==> images/floorplan.png <==
Scale bar: 50 µm. Pins as bars on the die edge.
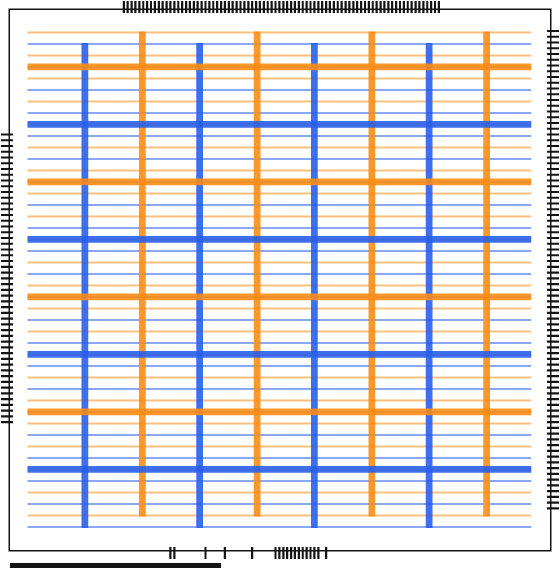
==> images/class_map.png <==
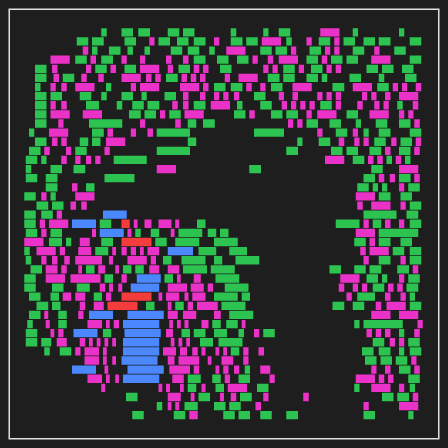
==> images/clock_wires.png <==
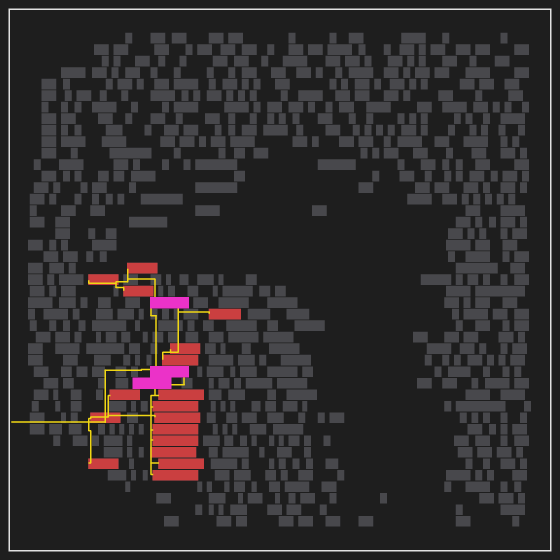
==> images/layers.png <==
Scale bar: 50 µm.
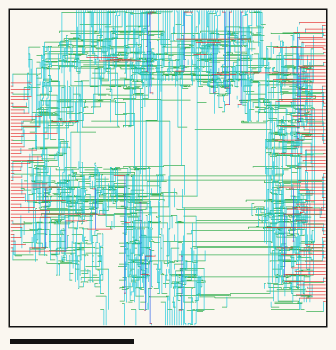
==> images/congestion_map.png <==
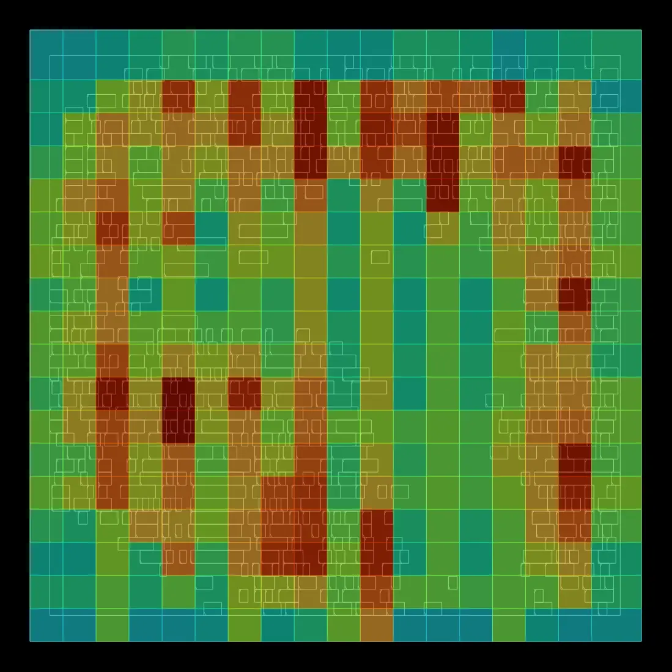
[src/rtl/float_pkg.sv]
// float_pkg
// Shared types and constants for the floating-point result path.
//   fp_result_t : 43-bit result bundle produced by every FP execution unit
//   UNIT_*      : execution unit indices as seen on issue_unit / unit_valid
//   idxWidth()  : width of an index able to address n units (at least 1 bit)
package float_pkg;

  typedef enum logic [2:0] {
    RM_RNE = 3'd0,
    RM_RTZ = 3'd1,
    RM_RDN = 3'd2,
    RM_RUP = 3'd3,
    RM_RMM = 3'd4
  } round_mode_e;

  typedef struct packed {
    logic [23:0] man;
    logic [9:0]  exp;
    logic        sgn;
    logic        round_bit;
    logic        sticky_bit;
    logic        skip_round;
    logic        IV;
    logic        DZ;
    logic [2:0]  rm;
  } fp_result_t;

  localparam int FP_RESULT_W = $bits(fp_result_t);

  localparam int UNIT_ADD  = 0;
  localparam int UNIT_MUL  = 1;
  localparam int UNIT_DIV  = 2;
  localparam int UNIT_SQRT = 3;

  function automatic int idxWidth(input int n);
    return (n > 1) ? $clog2(n) : 1;
  endfunction

endpackage

[src/rtl/float_result_sequencer_if.sv]
// float_result_sequencer_if
// Bundles the issue side, the per-unit result side and the merged output
// side of the result sequencer.
//   master : environment (issuer, execution units, post_processor)
//   slave  : the sequencer itself
//   flush, issue_valid/issue_ready/issue_unit, unit_valid/unit_ready/unit_data,
//   valid_out/ready_in/data_out, outstanding
interface float_result_sequencer_if
  import float_pkg::*;
#(
  parameter int N_UNITS = 4,
  parameter int DEPTH   = 4,
  parameter int RES_W   = FP_RESULT_W
) ();

  localparam int UW = idxWidth(N_UNITS);
  localparam int CW = $clog2(DEPTH) + 1;

  logic                     flush;
  logic                     issue_valid;
  logic                     issue_ready;
  logic [UW-1:0]            issue_unit;
  logic [N_UNITS-1:0]       unit_valid;
  logic [N_UNITS-1:0]       unit_ready;
  logic [N_UNITS*RES_W-1:0] unit_data;
  logic                     valid_out;
  logic                     ready_in;
  logic [RES_W-1:0]         data_out;
  logic [CW-1:0]            outstanding;

  modport master (
    output flush, issue_valid, issue_unit, unit_valid, unit_data, ready_in,
    input  issue_ready, unit_ready, valid_out, data_out, outstanding
  );

  modport slave (
    input  flush, issue_valid, issue_unit, unit_valid, unit_data, ready_in,
    output issue_ready, unit_ready, valid_out, data_out, outstanding
  );

endinterface

[src/rtl/float_result_sequencer_tag_fifo.sv]
// tag_fifo
// Circular FIFO of unit tags, one entry per operation still in flight.
//   clk, reset : clock and synchronous active-high reset
//   flush      : discards every stored tag at the edge
//   push       : store pushTag (caller guarantees the FIFO is not full)
//   pop        : drop the head entry (caller guarantees it is not empty)
//   headTag    : oldest stored tag
//   count      : number of stored tags, 0..DEPTH
module tag_fifo #(
  parameter int DEPTH = 4,
  parameter int W     = 2
) (
  input  logic                   clk,
  input  logic                   reset,
  input  logic                   flush,
  input  logic                   push,
  input  logic [W-1:0]           pushTag,
  input  logic                   pop,
  output logic [W-1:0]           headTag,
  output logic [$clog2(DEPTH):0] count
);

  localparam int PW = $clog2(DEPTH);

  logic [W-1:0]  mem_q [DEPTH];
  logic [PW-1:0] wrPtr_q, wrPtr_d;
  logic [PW-1:0] rdPtr_q, rdPtr_d;
  logic [PW:0]   count_q, count_d;

  // Pointer and occupancy update. DEPTH is a power of two, so the
  // pointers wrap simply by overflowing. A push and a pop in the same
  // cycle leave the occupancy unchanged; flush empties everything.
  always_comb begin
    wrPtr_d = wrPtr_q;
    rdPtr_d = rdPtr_q;
    count_d = count_q;
    if (flush) begin
      wrPtr_d = '0;
      rdPtr_d = '0;
      count_d = '0;
    end else begin
      if (push) begin
        wrPtr_d = wrPtr_q + PW'(1);
      end
      if (pop) begin
        rdPtr_d = rdPtr_q + PW'(1);
      end
      case ({push, pop})
        2'b10:   count_d = count_q + (PW+1)'(1);
        2'b01:   count_d = count_q - (PW+1)'(1);
        default: count_d = count_q;
      endcase
    end
  end

  // State register for pointers and occupancy.
  always_ff @(posedge clk) begin
    if (reset) begin
      wrPtr_q <= '0;
      rdPtr_q <= '0;
      count_q <= '0;
    end else begin
      wrPtr_q <= wrPtr_d;
      rdPtr_q <= rdPtr_d;
      count_q <= count_d;
    end
  end

  // Tag storage. Entries are never read unless counted as valid, so the
  // array itself needs no reset.
  always_ff @(posedge clk) begin
    if (!reset && !flush && push) begin
      mem_q[wrPtr_q] <= pushTag;
    end
  end

  assign headTag = mem_q[rdPtr_q];
  assign count   = count_q;

endmodule

[src/rtl/float_result_sequencer.sv]
// float_result_sequencer
// Merges the result streams of N_UNITS FP execution units into a single
// stream toward the post_processor. Every issued operation records its unit
// in a tag FIFO. With IN_ORDER=1 only the unit named by the oldest tag may
// deliver; with IN_ORDER=0 ready units are served round-robin and the FIFO
// only tracks how many operations are in flight.
//   clk, reset : clock, synchronous active-high reset
//   bus.flush  : drop all outstanding operations
//   bus.issue_valid/issue_ready/issue_unit : operation issue handshake
//   bus.unit_valid/unit_ready/unit_data    : per-unit result handshakes
//   bus.valid_out/ready_in/data_out        : merged result handshake
//   bus.outstanding                        : operations not yet retired
module float_result_sequencer
  import float_pkg::*;
#(
  parameter int N_UNITS  = 4,
  parameter int DEPTH    = 4,
  parameter int IN_ORDER = 1,
  parameter int RES_W    = FP_RESULT_W
) (
  input logic                     clk,
  input logic                     reset,
  float_result_sequencer_if.slave bus
);

  localparam int UW = idxWidth(N_UNITS);
  localparam int CW = $clog2(DEPTH) + 1;

  logic [RES_W-1:0]   unitData [N_UNITS];
  logic [UW-1:0]      headTag;
  logic [CW-1:0]      count;
  logic               issueReady;
  logic               issueFire;
  logic               retire;
  logic [UW-1:0]      grantIdx;
  logic               grantValid;
  logic               validOut;
  logic [RES_W-1:0]   dataOut;
  logic [N_UNITS-1:0] unitReady;
  logic [UW-1:0]      rrPtr_q, rrPtr_d;

  // Split the packed result bus into one bundle per unit.
  always_comb begin
    for (int i = 0; i < N_UNITS; i++) begin
      unitData[i] = bus.unit_data[i*RES_W +: RES_W];
    end
  end

  // Issue acceptance. Only the occupancy is compared against DEPTH, so a
  // full FIFO refuses an issue even when a retire frees a slot this cycle.
  always_comb begin
    issueReady = (count < CW'(DEPTH)) && !bus.flush &&
                 ({1'b0, bus.issue_unit} < (UW+1)'(N_UNITS));
    issueFire  = bus.issue_valid && issueReady;
  end

  // Selection of the unit allowed to deliver. In order, the head tag alone
  // decides. Round-robin searches upward from rrPtr_q and wraps, so the
  // unit just served drops to lowest priority.
  always_comb begin
    int cand;
    cand       = 0;
    grantValid = 1'b0;
    grantIdx   = '0;
    if (IN_ORDER != 0) begin
      grantIdx   = headTag;
      grantValid = bus.unit_valid[headTag];
    end else begin
      for (int k = 0; k < N_UNITS; k++) begin
        cand = (int'(rrPtr_q) + k) % N_UNITS;
        if (!grantValid && bus.unit_valid[cand]) begin
          grantValid = 1'b1;
          grantIdx   = UW'(cand);
        end
      end
    end
  end

  // Merged output path, purely combinational. Nothing is forwarded while
  // flushing or when no operation is in flight, so stale unit results never
  // leak out. In order, the head unit sees ready_in even before it is
  // valid; the other units are held off until their tag reaches the head.
  always_comb begin
    validOut  = 1'b0;
    dataOut   = '0;
    unitReady = '0;
    if (!bus.flush && (count != '0)) begin
      validOut = grantValid;
      if (IN_ORDER != 0 || grantValid) begin
        unitReady[grantIdx] = bus.ready_in;
      end
      if (grantValid) begin
        dataOut = unitData[grantIdx];
      end
    end
    retire = validOut && bus.ready_in;
  end

  // Round-robin pointer next state: moves just past the unit that
  // transferred, restarts from unit 0 on flush.
  always_comb begin
    rrPtr_d = rrPtr_q;
    if (bus.flush) begin
      rrPtr_d = '0;
    end else if (IN_ORDER == 0 && retire) begin
      rrPtr_d = (int'(grantIdx) == N_UNITS - 1) ? '0 : grantIdx + UW'(1);
    end
  end

  // Round-robin pointer register; reset outranks everything else.
  always_ff @(posedge clk) begin
    if (reset) begin
      rrPtr_q <= '0;
    end else begin
      rrPtr_q <= rrPtr_d;
    end
  end

  tag_fifo #(
    .DEPTH (DEPTH),
    .W     (UW)
  ) uTagFifo (
    .clk     (clk),
    .reset   (reset),
    .flush   (bus.flush),
    .push    (issueFire),
    .pushTag (bus.issue_unit),
    .pop     (retire),
    .headTag (headTag),
    .count   (count)
  );

  assign bus.issue_ready = issueReady;
  assign bus.valid_out   = validOut;
  assign bus.data_out    = dataOut;
  assign bus.unit_ready  = unitReady;
  assign bus.outstanding = count;

endmodule

[src/flat_wrapper.sv]
// flat-port wrapper written by rule: the top's interface ports become plain ports
module float_result_sequencer_flat import float_pkg::*;
#(
  parameter int N_UNITS  = 4,
  parameter int DEPTH    = 4,
  parameter int IN_ORDER = 1,
  parameter int RES_W    = FP_RESULT_W
)
  (clk, reset, bus_flush, bus_issue_valid, bus_issue_unit, bus_unit_valid, bus_unit_data, bus_ready_in, bus_issue_ready, bus_unit_ready, bus_valid_out, bus_data_out, bus_outstanding);
  float_result_sequencer_if #(.N_UNITS(N_UNITS), .DEPTH(DEPTH), .RES_W(RES_W)) bus_i ();
  input logic clk;
  input logic reset;
  input wire logic [$bits(bus_i.flush)-1:0] bus_flush;
  input wire logic [$bits(bus_i.issue_valid)-1:0] bus_issue_valid;
  input wire logic [$bits(bus_i.issue_unit)-1:0] bus_issue_unit;
  input wire logic [$bits(bus_i.unit_valid)-1:0] bus_unit_valid;
  input wire logic [$bits(bus_i.unit_data)-1:0] bus_unit_data;
  input wire logic [$bits(bus_i.ready_in)-1:0] bus_ready_in;
  output wire logic [$bits(bus_i.issue_ready)-1:0] bus_issue_ready;
  output wire logic [$bits(bus_i.unit_ready)-1:0] bus_unit_ready;
  output wire logic [$bits(bus_i.valid_out)-1:0] bus_valid_out;
  output wire logic [$bits(bus_i.data_out)-1:0] bus_data_out;
  output wire logic [$bits(bus_i.outstanding)-1:0] bus_outstanding;
  assign bus_i.flush = bus_flush;
  assign bus_i.issue_valid = bus_issue_valid;
  assign bus_i.issue_unit = bus_issue_unit;
  assign bus_i.unit_valid = bus_unit_valid;
  assign bus_i.unit_data = bus_unit_data;
  assign bus_i.ready_in = bus_ready_in;
  assign bus_issue_ready = bus_i.issue_ready;
  assign bus_unit_ready = bus_i.unit_ready;
  assign bus_valid_out = bus_i.valid_out;
  assign bus_data_out = bus_i.data_out;
  assign bus_outstanding = bus_i.outstanding;
  float_result_sequencer #(.N_UNITS(N_UNITS), .DEPTH(DEPTH), .IN_ORDER(IN_ORDER), .RES_W(RES_W)) u_core (.clk(clk), .reset(reset), .bus(bus_i));
endmodule
[config.mk]
export PLATFORM = sky130hd
export DESIGN_NAME = float_result_sequencer_flat
export DESIGN_NICKNAME = d
export VERILOG_FILES = /design/src/rtl/float_pkg.sv /design/src/rtl/float_result_sequencer_if.sv /design/src/rtl/float_result_sequencer_tag_fifo.sv /design/src/rtl/float_result_sequencer.sv /design/src/flat_wrapper.sv
export SDC_FILE = /design/constraint.sdc
export NUM_CORES = 1
export LEC_CHECK = 0
export ABC_AREA = 1
export ABC_CLOCK_PERIOD_IN_PS = 2210
export CELL_PAD_IN_SITES_DETAIL_PLACEMENT = 1
export CELL_PAD_IN_SITES_GLOBAL_PLACEMENT = 1
export CORE_MARGIN = 4
export CORE_UTILIZATION = 19
export CTS_BUF_LIST = sky130_fd_sc_hd__clkbuf_16
export DETAILED_ROUTE_END_ITERATION = 16
export PLACE_DENSITY = 0.9
export SETUP_SLACK_MARGIN = 0.3
export SKIP_LAST_GASP = 1
export SLEW_MARGIN = 20
export SYNTH_ARGS = -nofsm -noshare
export SYNTH_HDL_FRONTEND = slang
export SYNTH_SLANG_ARGS = --single-unit
[constraint.sdc]
create_clock -name clk -period 2.21 [get_ports clk]
set_input_delay 0.3315 -clock clk [delete_from_list [all_inputs] [get_ports clk]]
set_output_delay 0.3315 -clock clk [all_outputs]
set_load 0.005 [all_outputs]
==> flow_summary_export.csv <==
group,metric,value,unit
routing,wl_met1,6.451,mm
layout,ff_count,17,
layout,buf_share,49.96,%
timing,setup_ws,-0.1745,ns
timing,drv_slew,0,
place,dp.cells,785,
routing,routed_via_density,5.150,
logic_synthesis,async_flop_share,0,%
cts,clockBufferDepth,2,
timing,hold_ws,0.5288,ns
timing,fmax,0.4194,GHz
layout,final_cell_mix,"185 x clkdlybuf4s50_1, 179 x nand3_1, 46 x buf_2",
logic_synthesis,synth_xor_xnor_area_share,0.3217,%
logic_synthesis,yosysWarnings,0,
pwr,swShare,25.74,%
global_route,antenna_found_initial,0,
cts,clock-sinks,17,
cts,clk_latency,0.25,ns
logic_synthesis,synth-seq-cells,17,
logic_synthesis,ys_cells,380,
die,fp-utilization,19.54,%
timing,setup_viol,48,
place,placed_area,0.005468,mm²
run_status,violations,"negative setup slack",
worst_setup_path,crit_fanout,7,
routing,wl_met3,1.394,mm
worst_setup_path,cpMaxStageDelayCell,"dfxtp_4",
pwr,sequentialPowerShare,25.0,%
timing,finalSetupTns,-3.676,ns
logic_synthesis,ys_area,0.002723,mm²
worst_setup_path,endpoint_kind,"flip-flop",
logic_synthesis,top_logic_kind,"simple AND/OR/NAND/NOR gates",
worst_hold_path,hp-start,"u_core.uTagFifo.wrPtr_q[1]",
timing,period_minus_slack,2.385,ns
routing,ant_nets,0,
global_route,grt_overflow_total,0,
worst_setup_path,crit_buf_inv,2,
pwr,finalPower,1.345,mW
die,die_w,127.7,µm
run_status,status,"finished, violations left",
worst_setup_path,crit_chain,"buf_4 -> nand2_1 -> nand3_1 -> nand2_4 -> nand2_2 -> nand3_4 -> buf_12 -> nor2_4 -> ha_4 -> fa_2 -> a21oi_2 -> o21a_1 -> o21ai_2 -> a21oi_2",
layout,layout-drive-gt1-share,30.53,%
pwr,power.internal,0.9989,mW
## Picture notes: floorplan.png
| net | colour |
|---|---|
| VDD | orange |
| VSS | blue |
met5 straps: 8
signal pins: 235
met1 rails: 44
core area: 0.01393 mm²
Die Span Y: 127.7 µm
Worst IR Drop VDD: 0.2803 mV

## Picture notes: class_map.png
| class | colour | cells | share of their area |
|---|---|---|---|
| registers | blue | 17 | 7.3% |
| clock drivers and dummy loads | red | 4 | 1.4% |
| remaining logic cells | magenta | 322 | 39% |
| remaining buffers and delay cells | green | 299 | 52% |
row cnt: 43
Design Area, Final: 0.006013 mm²
Seq/total area: 7.074%
Final Util: 43.15%

## Picture notes: clock_wires.png
[clock wires] yellow | length: 201 µm
[clock-net drivers] magenta | count: 3
[flip-flops] red | count: 17
routed clock nets: 4
P_clk: 0.360 mW
Clk network pwr share: 26.8%

## Picture notes: layers.png
| layer | colour | wire length |
|---|---|---|
| M4 | blue | 516 µm |
| M1 | green | 6450 µm |
| M3 | red | 1390 µm |
| M2 | cyan | 9010 µm |
wire length per cell: 21.14 µm
Detailed Route WL: 17.37 mm
vias: 4233
gr usage total: 19.30%

## Picture notes: congestion_map.png
Global Route met3 Usage: 4.500%
met1 usage: 21.33%
GR peak layer: met2
GRT met2 Usage: 36.95%

## worst paths after layout
path / slack [ns] / cells past startpoint / to
worst min register to register: 0.53 / 2 / u_core.uTagFifo.wrPtr_q[1]
worst max-delay path: -0.17 / 14 / u_core.uTagFifo.count[2]
worst max register to register: -0.17 / 14 / u_core.uTagFifo.count[2]
worst min-delay path: 0.53 / 2 / u_core.uTagFifo.wrPtr_q[1]
## power by group through the flow
stage / clock network (mW) / logic, mW / registers [mW]
6_report: 0.360 / 0.649 / 0.336
5_1_grt: 0.386 / 0.691 / 0.336
4_1_cts: 0.365 / 0.627 / 0.336
3_5_place_dp: 0 / 0.590 / 0.343
3_3_place_gp: 0 / 0.571 / 0.342
2_1_floorplan: 0 / 0.152 / 0.344
Power and IR drop assume default switching activity.
